<file path="src/rtl/br_pkg.sv">
// Shared types and constants for EX-stage branch resolution.
package br_pkg;

    typedef enum logic [2:0] {
        BEQ  = 3'b000,
        BNE  = 3'b001,
        BLT  = 3'b100,
        BGE  = 3'b101,
        BLTU = 3'b110,
        BGEU = 3'b111
    } funct3_e;

    typedef enum logic {
        RUN  = 1'b0,
        TRAP = 1'b1
    } br_state_e;

    localparam logic [31:0] PC_STEP = 32'd4;

endpackage

</file>
<file path="src/rtl/branch_redirect_if.sv">
// EX-stage branch/jump operands in, fetch PC, flush, trap and counters out.
interface branch_redirect_if #(
    parameter int CNT_W = 32
);
    logic             i_stall;
    logic             i_ex_valid;
    logic             i_is_branch;
    logic             i_is_jal;
    logic             i_is_jalr;
    logic [2:0]       i_funct3;
    logic [31:0]      i_pc_ex;
    logic [31:0]      i_imm_ex;
    logic [31:0]      i_rs1_data;
    logic             i_br_less;
    logic             i_br_equal;
    logic             i_trap_ack;
    logic             o_br_un;
    logic [31:0]      o_pc;
    logic [31:0]      o_link;
    logic             o_flush;
    logic             o_trap;
    logic [31:0]      o_mepc;
    logic [CNT_W-1:0] o_br_cnt;
    logic [CNT_W-1:0] o_taken_cnt;

    modport master (
        output i_stall, i_ex_valid, i_is_branch, i_is_jal, i_is_jalr, i_funct3,
               i_pc_ex, i_imm_ex, i_rs1_data, i_br_less, i_br_equal, i_trap_ack,
        input  o_br_un, o_pc, o_link, o_flush, o_trap, o_mepc, o_br_cnt, o_taken_cnt
    );

    modport slave (
        input  i_stall, i_ex_valid, i_is_branch, i_is_jal, i_is_jalr, i_funct3,
               i_pc_ex, i_imm_ex, i_rs1_data, i_br_less, i_br_equal, i_trap_ack,
        output o_br_un, o_pc, o_link, o_flush, o_trap, o_mepc, o_br_cnt, o_taken_cnt
    );
endinterface

</file>
<file path="src/rtl/br_cond.sv">
// Conditional-branch decode: funct3 plus comparator flags to taken/legal.
// Latency: combinational, zero cycles.
// Backpressure: none; pure function of its inputs.
module br_cond
    import br_pkg::*;
(
    input  logic [2:0] funct3,
    input  logic       less,
    input  logic       equal,
    input  logic       is_branch,
    output logic       taken,
    output logic       legal
);

    logic cond;

    always_comb begin
        cond  = 1'b0;
        legal = 1'b1;
        case (funct3)
            BEQ:         cond = equal;
            BNE:         cond = ~equal;
            BLT, BLTU:   cond = less;
            BGE, BGEU:   cond = ~less;
            default:     legal = 1'b0;
        endcase
    end

    assign taken = is_branch & legal & cond;

endmodule

</file>
<file path="src/rtl/branch_redirect.sv">
// EX-stage branch resolution, fetch-PC owner, flush sequencer and misalign trap.
// Latency: redirect lands on o_pc one edge after the EX decision; o_link/o_br_un combinational.
// Backpressure: i_stall freezes every register; the EX instruction is re-evaluated afterwards.
module branch_redirect
    import br_pkg::*;
#(
    parameter logic [31:0] RESET_PC     = 32'h0000_0000,
    parameter logic [31:0] TRAP_VEC     = 32'h0000_0100,
    parameter int          FLUSH_CYCLES = 2,
    parameter int          CNT_W        = 32
) (
    input  logic          i_clk,
    input  logic          i_reset,
    branch_redirect_if.slave bus
);

    br_state_e        state;
    logic [31:0]      pc_q;
    logic [31:0]      mepc_q;
    logic             trap_q;
    logic [1:0]       flush_cnt;
    logic [CNT_W-1:0] br_cnt;
    logic [CNT_W-1:0] taken_cnt;

    logic        sel_jalr;
    logic        sel_jal;
    logic        sel_cond;
    logic        cond_taken;
    logic        cond_legal;
    logic        ev;
    logic        taken;
    logic        misaligned;
    logic [31:0] target;

    // JALR outranks JAL, which outranks a conditional branch.
    assign sel_jalr = bus.i_is_jalr;
    assign sel_jal  = bus.i_is_jal & ~bus.i_is_jalr;
    assign sel_cond = bus.i_is_branch & ~bus.i_is_jal & ~bus.i_is_jalr;

    br_cond u_cond (
        .funct3    (bus.i_funct3),
        .less      (bus.i_br_less),
        .equal     (bus.i_br_equal),
        .is_branch (sel_cond),
        .taken     (cond_taken),
        .legal     (cond_legal)
    );

    always_comb begin
        target = bus.i_pc_ex + bus.i_imm_ex;
        if (sel_jalr) begin
            target = (bus.i_rs1_data + bus.i_imm_ex) & ~32'h1;
        end
    end

    assign ev         = bus.i_ex_valid & ~bus.i_stall & (flush_cnt == 2'd0) & (state == RUN);
    assign taken      = sel_jalr | sel_jal | cond_taken;
    // No compressed support, so any nonzero low bit is a fault.
    assign misaligned = taken & (target[1] | target[0]);

    always_ff @(posedge i_clk) begin
        if (i_reset) begin
            state     <= RUN;
            pc_q      <= RESET_PC;
            mepc_q    <= 32'h0;
            trap_q    <= 1'b0;
            flush_cnt <= 2'd0;
            br_cnt    <= '0;
            taken_cnt <= '0;
        end else if (!bus.i_stall) begin
            if (flush_cnt != 2'd0) begin
                flush_cnt <= flush_cnt - 2'd1;
            end

            if (ev && sel_cond && cond_legal) begin
                br_cnt <= br_cnt + 1'b1;
                if (cond_taken) begin
                    taken_cnt <= taken_cnt + 1'b1;
                end
            end

            case (state)
                RUN: begin
                    if (ev && taken && !misaligned) begin
                        pc_q      <= target;
                        flush_cnt <= 2'(FLUSH_CYCLES);
                    end else if (ev && taken && misaligned) begin
                        pc_q      <= TRAP_VEC;
                        mepc_q    <= bus.i_pc_ex;
                        trap_q    <= 1'b1;
                        flush_cnt <= 2'(FLUSH_CYCLES);
                        state     <= TRAP;
                    end else begin
                        pc_q <= pc_q + PC_STEP;
                    end
                end
                TRAP: begin
                    if (bus.i_trap_ack) begin
                        trap_q <= 1'b0;
                        pc_q   <= TRAP_VEC + PC_STEP;
                        state  <= RUN;
                    end
                end
                default: state <= RUN;
            endcase
        end
    end

    assign bus.o_br_un     = bus.i_funct3[1];
    assign bus.o_link      = bus.i_pc_ex + PC_STEP;
    assign bus.o_pc        = pc_q;
    assign bus.o_flush     = (flush_cnt != 2'd0);
    assign bus.o_trap      = trap_q;
    assign bus.o_mepc      = mepc_q;
    assign bus.o_br_cnt    = br_cnt;
    assign bus.o_taken_cnt = taken_cnt;

endmodule

</file>
<file path="src/flat_wrapper.sv">
// flat-port wrapper written by rule: the top's interface ports become plain ports
module branch_redirect_flat import br_pkg::*;
#(
    parameter logic [31:0] RESET_PC     = 32'h0000_0000,
    parameter logic [31:0] TRAP_VEC     = 32'h0000_0100,
    parameter int          FLUSH_CYCLES = 2,
    parameter int          CNT_W        = 32
)
  (i_clk, i_reset, bus_i_stall, bus_i_ex_valid, bus_i_is_branch, bus_i_is_jal, bus_i_is_jalr, bus_i_funct3, bus_i_pc_ex, bus_i_imm_ex, bus_i_rs1_data, bus_i_br_less, bus_i_br_equal, bus_i_trap_ack, bus_o_br_un, bus_o_pc, bus_o_link, bus_o_flush, bus_o_trap, bus_o_mepc, bus_o_br_cnt, bus_o_taken_cnt);
  branch_redirect_if #(.CNT_W(CNT_W)) bus_i ();
  input  logic i_clk;
  input  logic i_reset;
  input wire logic [$bits(bus_i.i_stall)-1:0] bus_i_stall;
  input wire logic [$bits(bus_i.i_ex_valid)-1:0] bus_i_ex_valid;
  input wire logic [$bits(bus_i.i_is_branch)-1:0] bus_i_is_branch;
  input wire logic [$bits(bus_i.i_is_jal)-1:0] bus_i_is_jal;
  input wire logic [$bits(bus_i.i_is_jalr)-1:0] bus_i_is_jalr;
  input wire logic [$bits(bus_i.i_funct3)-1:0] bus_i_funct3;
  input wire logic [$bits(bus_i.i_pc_ex)-1:0] bus_i_pc_ex;
  input wire logic [$bits(bus_i.i_imm_ex)-1:0] bus_i_imm_ex;
  input wire logic [$bits(bus_i.i_rs1_data)-1:0] bus_i_rs1_data;
  input wire logic [$bits(bus_i.i_br_less)-1:0] bus_i_br_less;
  input wire logic [$bits(bus_i.i_br_equal)-1:0] bus_i_br_equal;
  input wire logic [$bits(bus_i.i_trap_ack)-1:0] bus_i_trap_ack;
  output wire logic [$bits(bus_i.o_br_un)-1:0] bus_o_br_un;
  output wire logic [$bits(bus_i.o_pc)-1:0] bus_o_pc;
  output wire logic [$bits(bus_i.o_link)-1:0] bus_o_link;
  output wire logic [$bits(bus_i.o_flush)-1:0] bus_o_flush;
  output wire logic [$bits(bus_i.o_trap)-1:0] bus_o_trap;
  output wire logic [$bits(bus_i.o_mepc)-1:0] bus_o_mepc;
  output wire logic [$bits(bus_i.o_br_cnt)-1:0] bus_o_br_cnt;
  output wire logic [$bits(bus_i.o_taken_cnt)-1:0] bus_o_taken_cnt;
  assign bus_i.i_stall = bus_i_stall;
  assign bus_i.i_ex_valid = bus_i_ex_valid;
  assign bus_i.i_is_branch = bus_i_is_branch;
  assign bus_i.i_is_jal = bus_i_is_jal;
  assign bus_i.i_is_jalr = bus_i_is_jalr;
  assign bus_i.i_funct3 = bus_i_funct3;
  assign bus_i.i_pc_ex = bus_i_pc_ex;
  assign bus_i.i_imm_ex = bus_i_imm_ex;
  assign bus_i.i_rs1_data = bus_i_rs1_data;
  assign bus_i.i_br_less = bus_i_br_less;
  assign bus_i.i_br_equal = bus_i_br_equal;
  assign bus_i.i_trap_ack = bus_i_trap_ack;
  assign bus_o_br_un = bus_i.o_br_un;
  assign bus_o_pc = bus_i.o_pc;
  assign bus_o_link = bus_i.o_link;
  assign bus_o_flush = bus_i.o_flush;
  assign bus_o_trap = bus_i.o_trap;
  assign bus_o_mepc = bus_i.o_mepc;
  assign bus_o_br_cnt = bus_i.o_br_cnt;
  assign bus_o_taken_cnt = bus_i.o_taken_cnt;
  branch_redirect #(.RESET_PC(RESET_PC), .TRAP_VEC(TRAP_VEC), .FLUSH_CYCLES(FLUSH_CYCLES), .CNT_W(CNT_W)) u_core (.i_clk(i_clk), .i_reset(i_reset), .bus(bus_i));
endmodule
</file>
<file path="config.mk">
export PLATFORM = sky130hd
export DESIGN_NAME = branch_redirect_flat
export DESIGN_NICKNAME = d
export VERILOG_FILES = /design/src/rtl/br_pkg.sv /design/src/rtl/branch_redirect_if.sv /design/src/rtl/br_cond.sv /design/src/rtl/branch_redirect.sv /design/src/flat_wrapper.sv
export SDC_FILE = /design/constraint.sdc
export NUM_CORES = 1
export LEC_CHECK = 0
export ABC_AREA = 1
export CAP_MARGIN = 20
export CORE_ASPECT_RATIO = 0.6
export CORE_UTILIZATION = 42
export DETAILED_ROUTE_END_ITERATION = 10
export MAX_ROUTING_LAYER = met4
export PLACE_DENSITY = 0.68
export SYNTH_ARGS = -nofsm -noshare
export SYNTH_HDL_FRONTEND = slang
export SYNTH_SLANG_ARGS = --single-unit
</file>
<file path="constraint.sdc">
create_clock -name i_clk -period 2.45 [get_ports i_clk]
set_input_delay 0.49 -clock i_clk [delete_from_list [all_inputs] [get_ports i_clk]]
set_output_delay 0.49 -clock i_clk [all_outputs]
set_load 0.02 [all_outputs]
</file>
run_1/wires.png
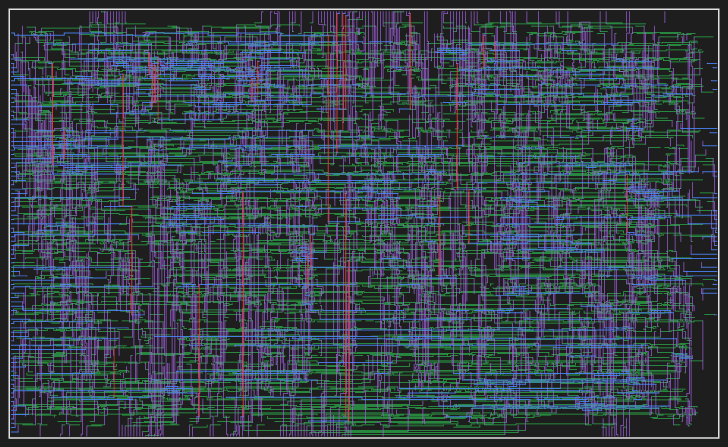
[metal 4] red | wire length: 767 um
[metal 1] green | wire length: 25.6 mm
[metal 3] blue | wire length: 6270 um
[metal 2] purple | wire length: 21.6 mm
overall routed net length: 54.3 mm
average routed wire per standard cell: 18.0 um

run_1/placement.png
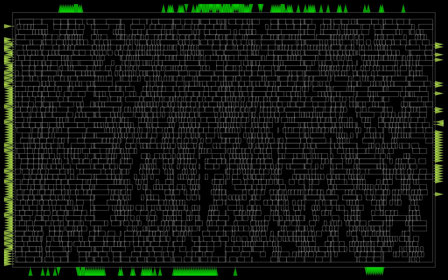
Final Non-Filler Cells: 3011
# rows: 47
Seq area share: 14.0%
final core area utilization: 67.4%

run_1/layer_met1.png
Supply wires on this layer in gray.
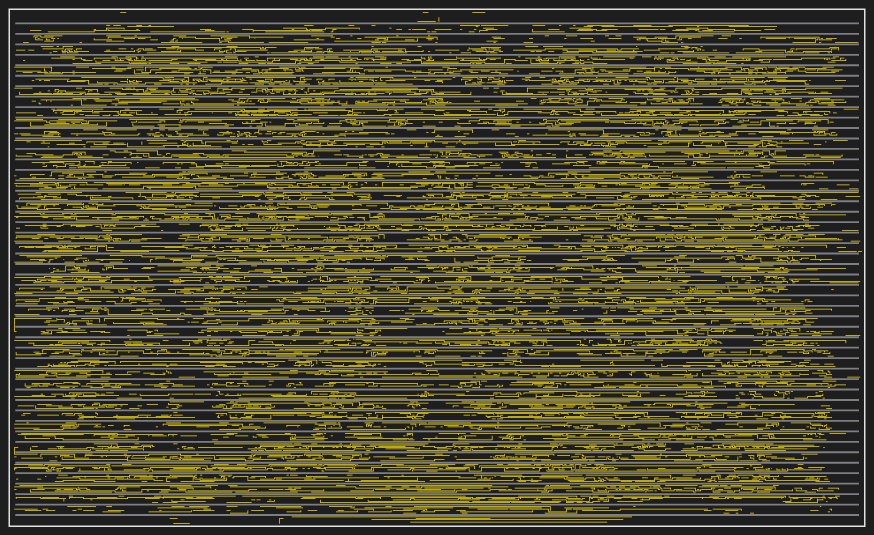
wire length on this layer: 25.6 mm
nets with wire on the layer: 2607
longest straight run: 89.7 um
share of all routed wire: 47%
met1 usage: 53.1%
total via count in the routed design: 16.2k

run_1/placement_by_type.png
Bar = 50 um. Fill, decap, tap and diode cells in gray.
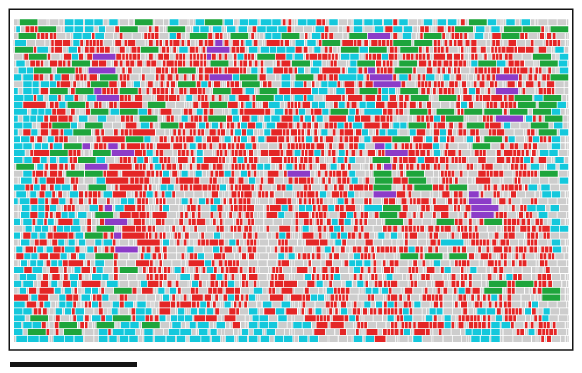
[combinational and other logic] red | cells: 1897
[clock drivers and dummy loads] purple | cells: 32
[sequential cells] green | cells: 132
[remaining buffers and delay cells] cyan | cells: 583
post-layout instance area: 18900 um^2
area inside the core boundary: 28100 um^2

==> run 1: cell type report <==
class	count	area share, %
Multi-Input combinational cell	1627	47.7
Timing Repair Buffer	583	27.1
Sequential cell	132	14.0
Inverter	270	5.37
Tap cell	367	2.43
Clock buffer	17	2.25
Clock inverter	15	1.16
==> run 1: state kept, by name (all words and copies together) (netlist names) <==
name	count
u_core.bus.o_taken_cnt	32
u_core.bus.o_br_cnt	32
u_core.bus.o_pc	32
u_core.bus.o_mepc	32
u_core.flush_cnt	2
u_core.state	1
u_core.bus.o_trap	1
==> run 1: where the power goes <==
group | internal (W) | switching (W)
clock network | 0.00174 | 0.00116
logic | 0.00122 | 0.00157
registers | 0.00220 | 0.0000622
total | 0.00515 | 0.00279
==> results.txt, run 1 <==
The synthesis and PnR run went through. Met2 track utilization from global routing landed at 49.8%. Register area landed at 2640 um^2. The die is 222 um wide.

Number of setup violations in the final report landed at 15. Via count normalized by instance count landed at 5.37. Worst stage delay on the critical path landed at 0.24 ns. The worst register-to-register path depth is 10. H-tree depth reported by CTS landed at 4.

Area of placed instances landed at 17500 um^2. Routed metal-1 wirelength landed at 25.6 mm. Peak fanout along the critical path landed at 3. Count of final max-slew check failures landed at 0. Counting flops with a built-in enable in the synthesized netlist gives 0. Met3 usage in global routing landed at 10.5%.

Per the CTS log, the buffer count on the longest clock path is 2. A synthesized cell averages 5.89 um^2. TritonCTS built the clock tree. The largest total area in the synthesized netlist belongs to dfxtp_1.

Number of post-CTS setup repair buffers landed at 13. The run finished, with violations left. TritonCTS sink count landed at 132. Buffer and inverter count on the worst path landed at 4. After technology mapping, the gate count stands at 2073. Per STA, the startpoint of the critical path is bus_i_pc_ex[8].

Power density relative to cell area landed at 420 nW/um^2. Counting only logic cells after layout, the most numerous master is nand2_1. Yosys instantiated no cell more often than nand2_1. Number of unique standard cell types used by synthesis landed at 51. 0 antenna diodes ended up in the layout. Number of nets produced by synthesis landed at 2249. In the layout the commonest cells are nand2_1 (565), buf_4 (314), inv_1 (255), clkdlybuf4s50_1 (211), a21oi_1 (189). After synthesis, the largest area contributor takes up 21.6% of total cell area. Looking at the hold checks, the worst path lands on u_core.bus.o_mepc[3].

Setup repair after global routing could not meet its margin everywhere. Total of warnings raised by yosys landed at 0. For the worst-skew pair, the clock arrives at the later sink with an insertion delay of 0.45 ns. For reference, the most critical setup path is categorized as in2out. According to the I/O placement log, the pin count is 272. The chip occupies 29800 um^2.

The synth_stat.txt file lists the number of cells as 2073. The kind of cell with the highest combined delay along the critical path is simple AND/OR/NAND/NOR gates. Area fraction in full adders, half adders and majority gates landed at 6.99%. Setup slack at placement landed at -1.18 ns.

Max-cap check violation count landed at 0. Number of filler instances in the final layout landed at 2498. For this configuration, the core starts out at a cell density of 43.5%. Post-layout worst setup margin landed at -0.210 ns. Residual antenna-violating net count after detailed routing landed at 0.

Routed length on met3 landed at 6.27 mm. Looking at hold timing, the worst path starts from bus_i_pc_ex[3]. In the log, the iteration count for the first detailed-route pass is 6. Hold is met by 0.456 ns. The checks that failed: setup timing. Number of cells in the design after placement landed at 2963. The largest individual stage delay along the critical path comes from the cell clkdlybuf4s15_1. Starting DRC count in detailed routing landed at 1671.

In this run the top signal layer used is met4. Number of gates on the worst path with buffers counted landed at 11. The data required time reported for the critical path is 1.96 ns. STA lists the endpoint of the worst register-to-register path as u_core.bus.o_pc[18]. Worst ir drop on vdd landed at 0.418 mV. Entering global routing, the biggest net connects 52 pins. Summing over the stages, the warning tally comes to 29. The min-delay analysis places its worst path in the category in2reg. After synthesis, the largest family of logic cells by area is simple AND/OR/NAND/NOR gates. Share of the yosys chip area belonging to registers landed at 21.6%. Die boundary height landed at 134 um. Net count reported at finish landed at 2807.

The worst setup path is launched from an input pin. Endpoints failing hold in the final report were tallied at 0. Across every metal layer, demand over resource in global routing totals 36.7%.

Depth of the worst hold-timing path landed at 4.
==> run 2, diff against run 1 <==
- CTS_CLUSTER_DIAMETER: not set -> 120
==> run 2 against run 1 <==
Against the previous run: the run still ends with setup timing left; combinational power is essentially flat; critical path depth unchanged; global-route usage is the same; non-clock buffer count unchanged; routed wire length is the same; critical path type unchanged; critical endpoint unchanged.
==> results.txt, run 2 <==
The synthesis and PnR run went through. Final number of hold-violating endpoints landed at 0. Sequential cell area share landed at 14.0%. Number of buffers on the longest clock path landed at 2. Per Yosys stat, the portion of area used by sequential elements is 21.6%.

Die boundary height landed at 134 um. The repair_antennas step left the layout with diodes totalling 0. Per the CTS log, the maximum H-tree level is 4. For met3 alone, demand over resource in global routing was 10.5%.

Summed over all instances, the cell type with the most area after synthesis is dfxtp_1. The analysis reports a worst IR drop on VDD of 0.418 mV. The number of buffers and inverters on the critical path is 4. Clock insertion delay at the later pin of the skew report landed at 0.45 ns. Clock network area share landed at 3.41%. Maximum number of pins on one net before global-route repair landed at 52. Count of inverters not on the clock network in the layout landed at 270. The most critical setup path has its startpoint at bus_i_pc_ex[8]. Routed wire length per instance landed at 18.0 um. The final reports fail on setup timing. Worst hold-check slack landed at 0.456 ns. From the final report, the count of setup violators was given as 15. Yosys instantiated no cell more often than nand2_1. Looking at the post-CTS report, the setup buffer insertion count equals 13. Starting DRC count in detailed routing landed at 1671. Gate count of the mapped netlist landed at 2073. Counting the clock-network buffers in the layout gives 17. Detailed-router iteration count before antenna repair landed at 6. Total of warnings raised by yosys landed at 0. Die footprint landed at 29800 um^2. Non-filler instance count after layout landed at 3011. Setup slack at placement landed at -1.18 ns. Multi-input combinational cell count landed at 1627. The run finished, with violations left. The share of total power dissipated in sequential elements is 28.5%. Internal power of the cells landed at 0.00515 W.

The finished design was reported to have a net count of 2807. Clock share of power landed at 36.4%. The number of placed instances, taps included, is 2963. In the per-layer summary, the met1 wirelength comes to 25.6 mm. By area, the class that comes first in the final layout consists of multi-input combinational cells. Post-layout worst setup margin landed at -0.210 ns. Via count normalized by instance count landed at 5.37. Worst reg2reg path depth landed at 10. For the worst min-delay path, the startpoint reported by OpenROAD is bus_i_pc_ex[3].

The type recorded for the worst min-delay path is in2reg. Of the total standard cell area in the layout, the multi-input combinational portion is 47.7%. The detail route stage leaves a number of antenna-violating nets equal to 0. Per the detailed-route log, wirelength across all metal layers totals 54.3 mm. Along the worst hold path, the cell count comes to 4.

Hold analysis lists the worst path endpoint as u_core.bus.o_mepc[3]. In this run switching power makes up 35.1% of total power. In the detailed route, the total length drawn on met3 is 6.27 mm. Max fanout on the critical path was recorded as 3.
## run 2: power groups by stage
stage	clock network (W)	registers, W	logic [W]
floorplan	0	0.00235	0.00116
finish	0.00289	0.00226	0.00279
CTS	0.00291	0.00226	0.00260
global placement	0	0.00230	0.00251
detailed placement	0	0.00230	0.00253
global route	0.00301	0.00227	0.00300
## run 2: through the flow
| stage | setup TNS (ns) | total power, W |
|---|---|---|
| finish | -1.92 | 0.00794 |
| global route | -3.27 | 0.00827 |
| CTS | -2.10 | 0.00777 |
| detailed placement | -52.53 | 0.00484 |
| global placement | -50.52 | 0.00481 |
| floorplan | -0.0259 | 0.00351 |
## run 2: worst min-delay path: stages
cell     delay [ns]
buf_8          0.08
buf_4          0.12
nand3_1        0.07
a21oi_1        0.11
run_2/wires.png
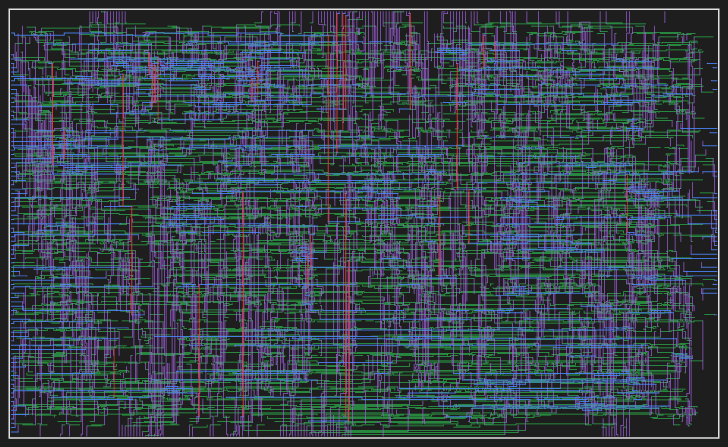
[metal 4] red | wire length: 767 um
[metal 2] purple | wire length: 21.6 mm
[metal 1] green | wire length: 25.6 mm
[metal 3] blue | wire length: 6270 um
global router's overall resource usage: 36.7%

run_2/layer_met1.png
Supply wires on this layer in gray.
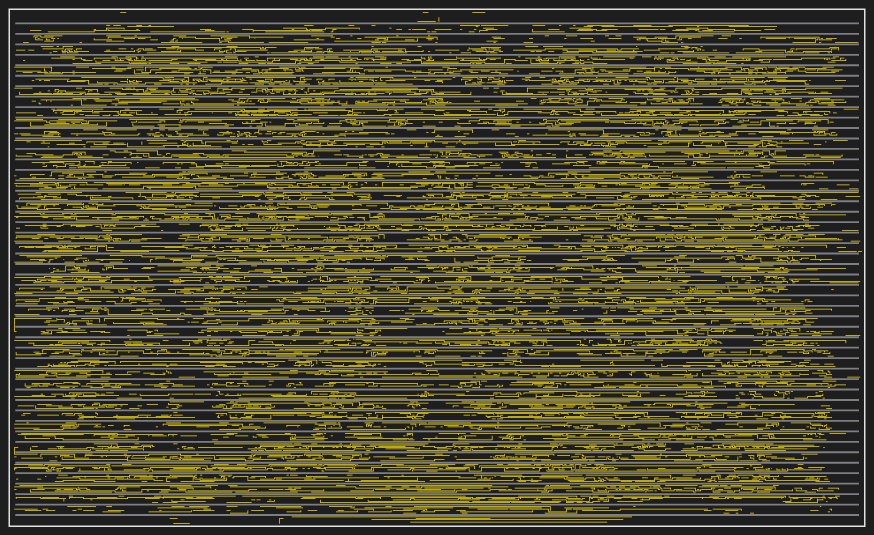
nets with wire on the layer: 2607
longest straight run: 89.7 um
main direction: horizontal

==> run 3, diff against run 2 <==
- CORE_MARGIN: not set -> 2
- CTS_CLUSTER_SIZE: not set -> 16
- MAX_ROUTING_LAYER: met4 -> not set
==> run 3 against run 2 <==
Against the previous run: the flow still finishes with violations (setup timing); first-iteration DRC count fell by 17%; combinational power is essentially flat; final cell count increased by 0.63%; design area is 0.38% higher; routed wire length is 0.29% lower; via count fell by 0.60%; power fell by 4.3%; sequential share of layout area fell by 0.052 points; area after synthesis unchanged; largest cell class unchanged; hold slack got worse by 0.011 ns.
==> results.txt, run 3 <==
The synthesis and PnR run went through. Leaving out filler cells and counting taps, the final layout contains 3030. Clock network area share landed at 2.99%. Met2 track utilization from global routing landed at 49.4%. Post-layout worst setup margin landed at -0.185 ns. Routed metal-1 wirelength landed at 25.5 mm. The run finished, with violations left. The clock network accounts for 33.6% of the total power.

Counting every net in the synthesized netlist gives 2249. Worst path required time landed at 1.96 ns. Number of setup violations in the final report landed at 11. After detailed routing, no signal wire sits above met4. Flip-flop and latch power landed at 0.00226 W. Gate count of the mapped netlist landed at 2073. Per the cell usage report, the commonest logic cell in the layout is nand2_1. In this run, distinct cell masters in the synthesized netlist total 51. Routed length on met3 landed at 5.73 mm. The fraction of cell area in multi-input combinational cells is reported as 48.0%. Count of inverters not on the clock network in the layout landed at 270. Max-cap check violation count landed at 0. The die covers 30500 um^2. Final number of hold-violating endpoints landed at 0. The synthesized design devotes to its leading area cell type 21.6% of total area. The critical path's slowest stage uses the library cell nor3_2. The final reports fail on setup timing. Looking at the clock tree report, the maximum root-to-sink buffer count equals 2. Checking hold timing, the worst path is listed with class reg2reg. Per the layout report, the design carries 2652 filler cells. TritonCTS built the clock tree. The detailed placer reported the number of placed instances as 2978.

For this run, the detailed router's first-pass iteration total came to 6. Number of antenna diodes landed at 0. Internal power of the cells landed at 0.00488 W.

By area, the class that comes first in the final layout consists of multi-input combinational cells. Count of buffers from port buffering landed at 271. Looking at the group totals, the largest power group turns out to be combinational cells. Residual antenna-violating net count after detailed routing landed at 0. Power density relative to cell area landed at 400 nW/um^2.

Number of enable flip-flop cells landed at 0. Across all stage logs, warnings added up to 29. Worst ir drop on vdd landed at 0.445 mV. Along the worst path, the maximum fanout reaches 3.

Register area landed at 2640 um^2. Looking at the setup timing report, the critical path kind is in2out. Buffers outside the clock tree occupy 27.3% of the routed design's cell area. Setup slack at placement landed at -1.14 ns. Summed over all failing endpoints, the final setup total negative slack is -1.09 ns. After detailed routing, the number of vias per cell comes to 5.31. Aggregate global-route resource usage landed at 34.3%. Net count reported at finish landed at 2818. Setup repair after global routing could not meet its margin everywhere. The largest total area in the synthesized netlist belongs to dfxtp_1.

Routed wire length per instance landed at 17.9 um. Number of primary I/O pins landed at 272. Met3 usage in global routing landed at 9.66%. Total of warnings raised by yosys landed at 0.

Power dissipated in combinational cells landed at 0.00279 W. In the layout the tool counted multi-input logic cells amounting to 1627. Combinational group share of total power landed at 36.7%.

Registers are responsible for 29.7% of the overall power. For the worst-skew pair, the clock arrives at the later sink with an insertion delay of 0.45 ns. STA classifies the critical path endpoint as an output port. Leaving out the clock tree, the finished layout contains a buffer count of 594.

Detailed-route via count landed at 16.1k. Once the clock tree was built, the setup fixing pass inserted 15 buffers. Die boundary height landed at 136 um. Buffer and inverter count on the worst path landed at 4.

Once the floorplan was initialized, standard cells occupied 42.6% of the core. Number of cell instances after yosys synthesis landed at 2073. By instance count after routing, the leading logic cell types are nand2_1 (569), buf_4 (327), inv_1 (255), clkdlybuf4s50_1 (210), nor2_1 (187). The longest incremental delay of any stage on the critical path is reported as 0.19 ns. By instance count, the leading cell after synthesis is nand2_1.

Power attributed to the clock group is 0.00255 W. Clock buffers in the final layout number 20. In this run the power spent charging and discharging nets is 0.00272 W. Starting DRC count in detailed routing landed at 1385. Routed wire length landed at 54.1 mm. Switching part of the total power landed at 35.8%. TritonCTS sink count landed at 132. For reference, the post-synthesis area per instance comes to 5.89 um^2. Die boundary width landed at 224 um.

Hold is met by 0.445 ns. Maximum number of pins on one net before global-route repair landed at 52. Share of the yosys chip area belonging to registers landed at 21.6%.
==> run 3: cell families after synthesis <==
family          count (synthesis)  synth area share (%)
fa+ha+maj                      67                  6.99
xor+xnor                       80                  5.74
flops                         132                  21.6
buf+inv                       314                  9.99
compound gates                336                  14.6
simple gates                 1144                  41.0
==> run 3: worst paths after layout <==
path	from	endpoint	slack, ns	cells after the start
worst max-delay path	bus_i_pc_ex[2]	bus_o_link[26]	-0.18	13
worst min-delay path	u_core.bus.o_pc[0]	u_core.bus.o_pc[0]	0.44	2
worst max register to register	u_core.bus.o_taken_cnt[0]	u_core.bus.o_taken_cnt[12]	0.25	9
worst min register to register	u_core.bus.o_pc[0]	u_core.bus.o_pc[0]	0.44	2
run_3/placement.png
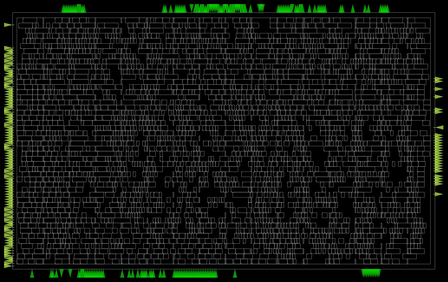
Tap Cells: 375
# rows: 48
area inside the core boundary: 28600 um^2

run_3/placement_by_type.png
Bar = 50 um. Fill, decap, tap and diode cells in gray.
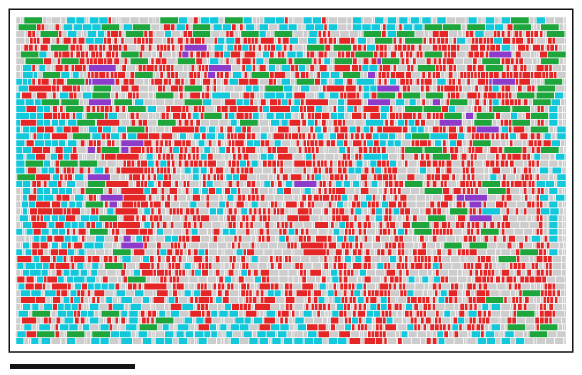
[combinational and other logic] red | cells: 1897
[remaining buffers and delay cells] cyan | cells: 594
[sequential cells] green | cells: 132
[clock drivers and dummy loads] purple | cells: 32
final core area utilization: 66.3%
Seq area share: 13.9%
post-layout instance area: 19000 um^2


==> notes/layouts.md <==
Pictures saved along the way, in no particular order.

Signal metal coverage by tile.
shot_01.png
22 x 13 tiles, from black (low) to pale yellow (high), scaled to the fullest tile. Values are wire area over tile area, all layers added.
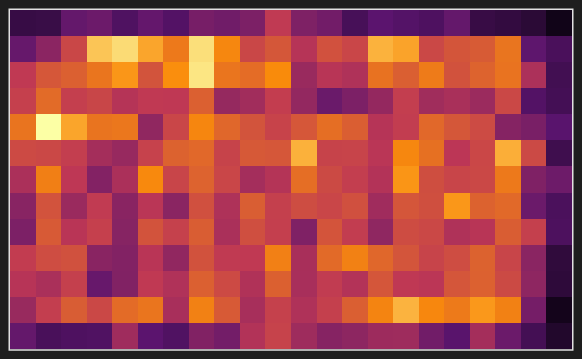
shot_02.png
22 x 14 tiles, from black (low) to pale yellow (high), scaled to the fullest tile. Values are wire area over tile area, all layers added.
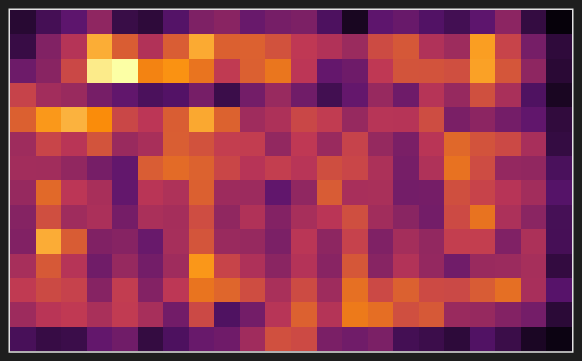
Run 3 is shot_02.png.
Run 1 is shot_01.png.

Key to shot_01.png:
mean over tiles: 0.31
tiles over half the peak: 56%
fullest tile: 0.61

Power is estimated from default activity; no workload was simulated.
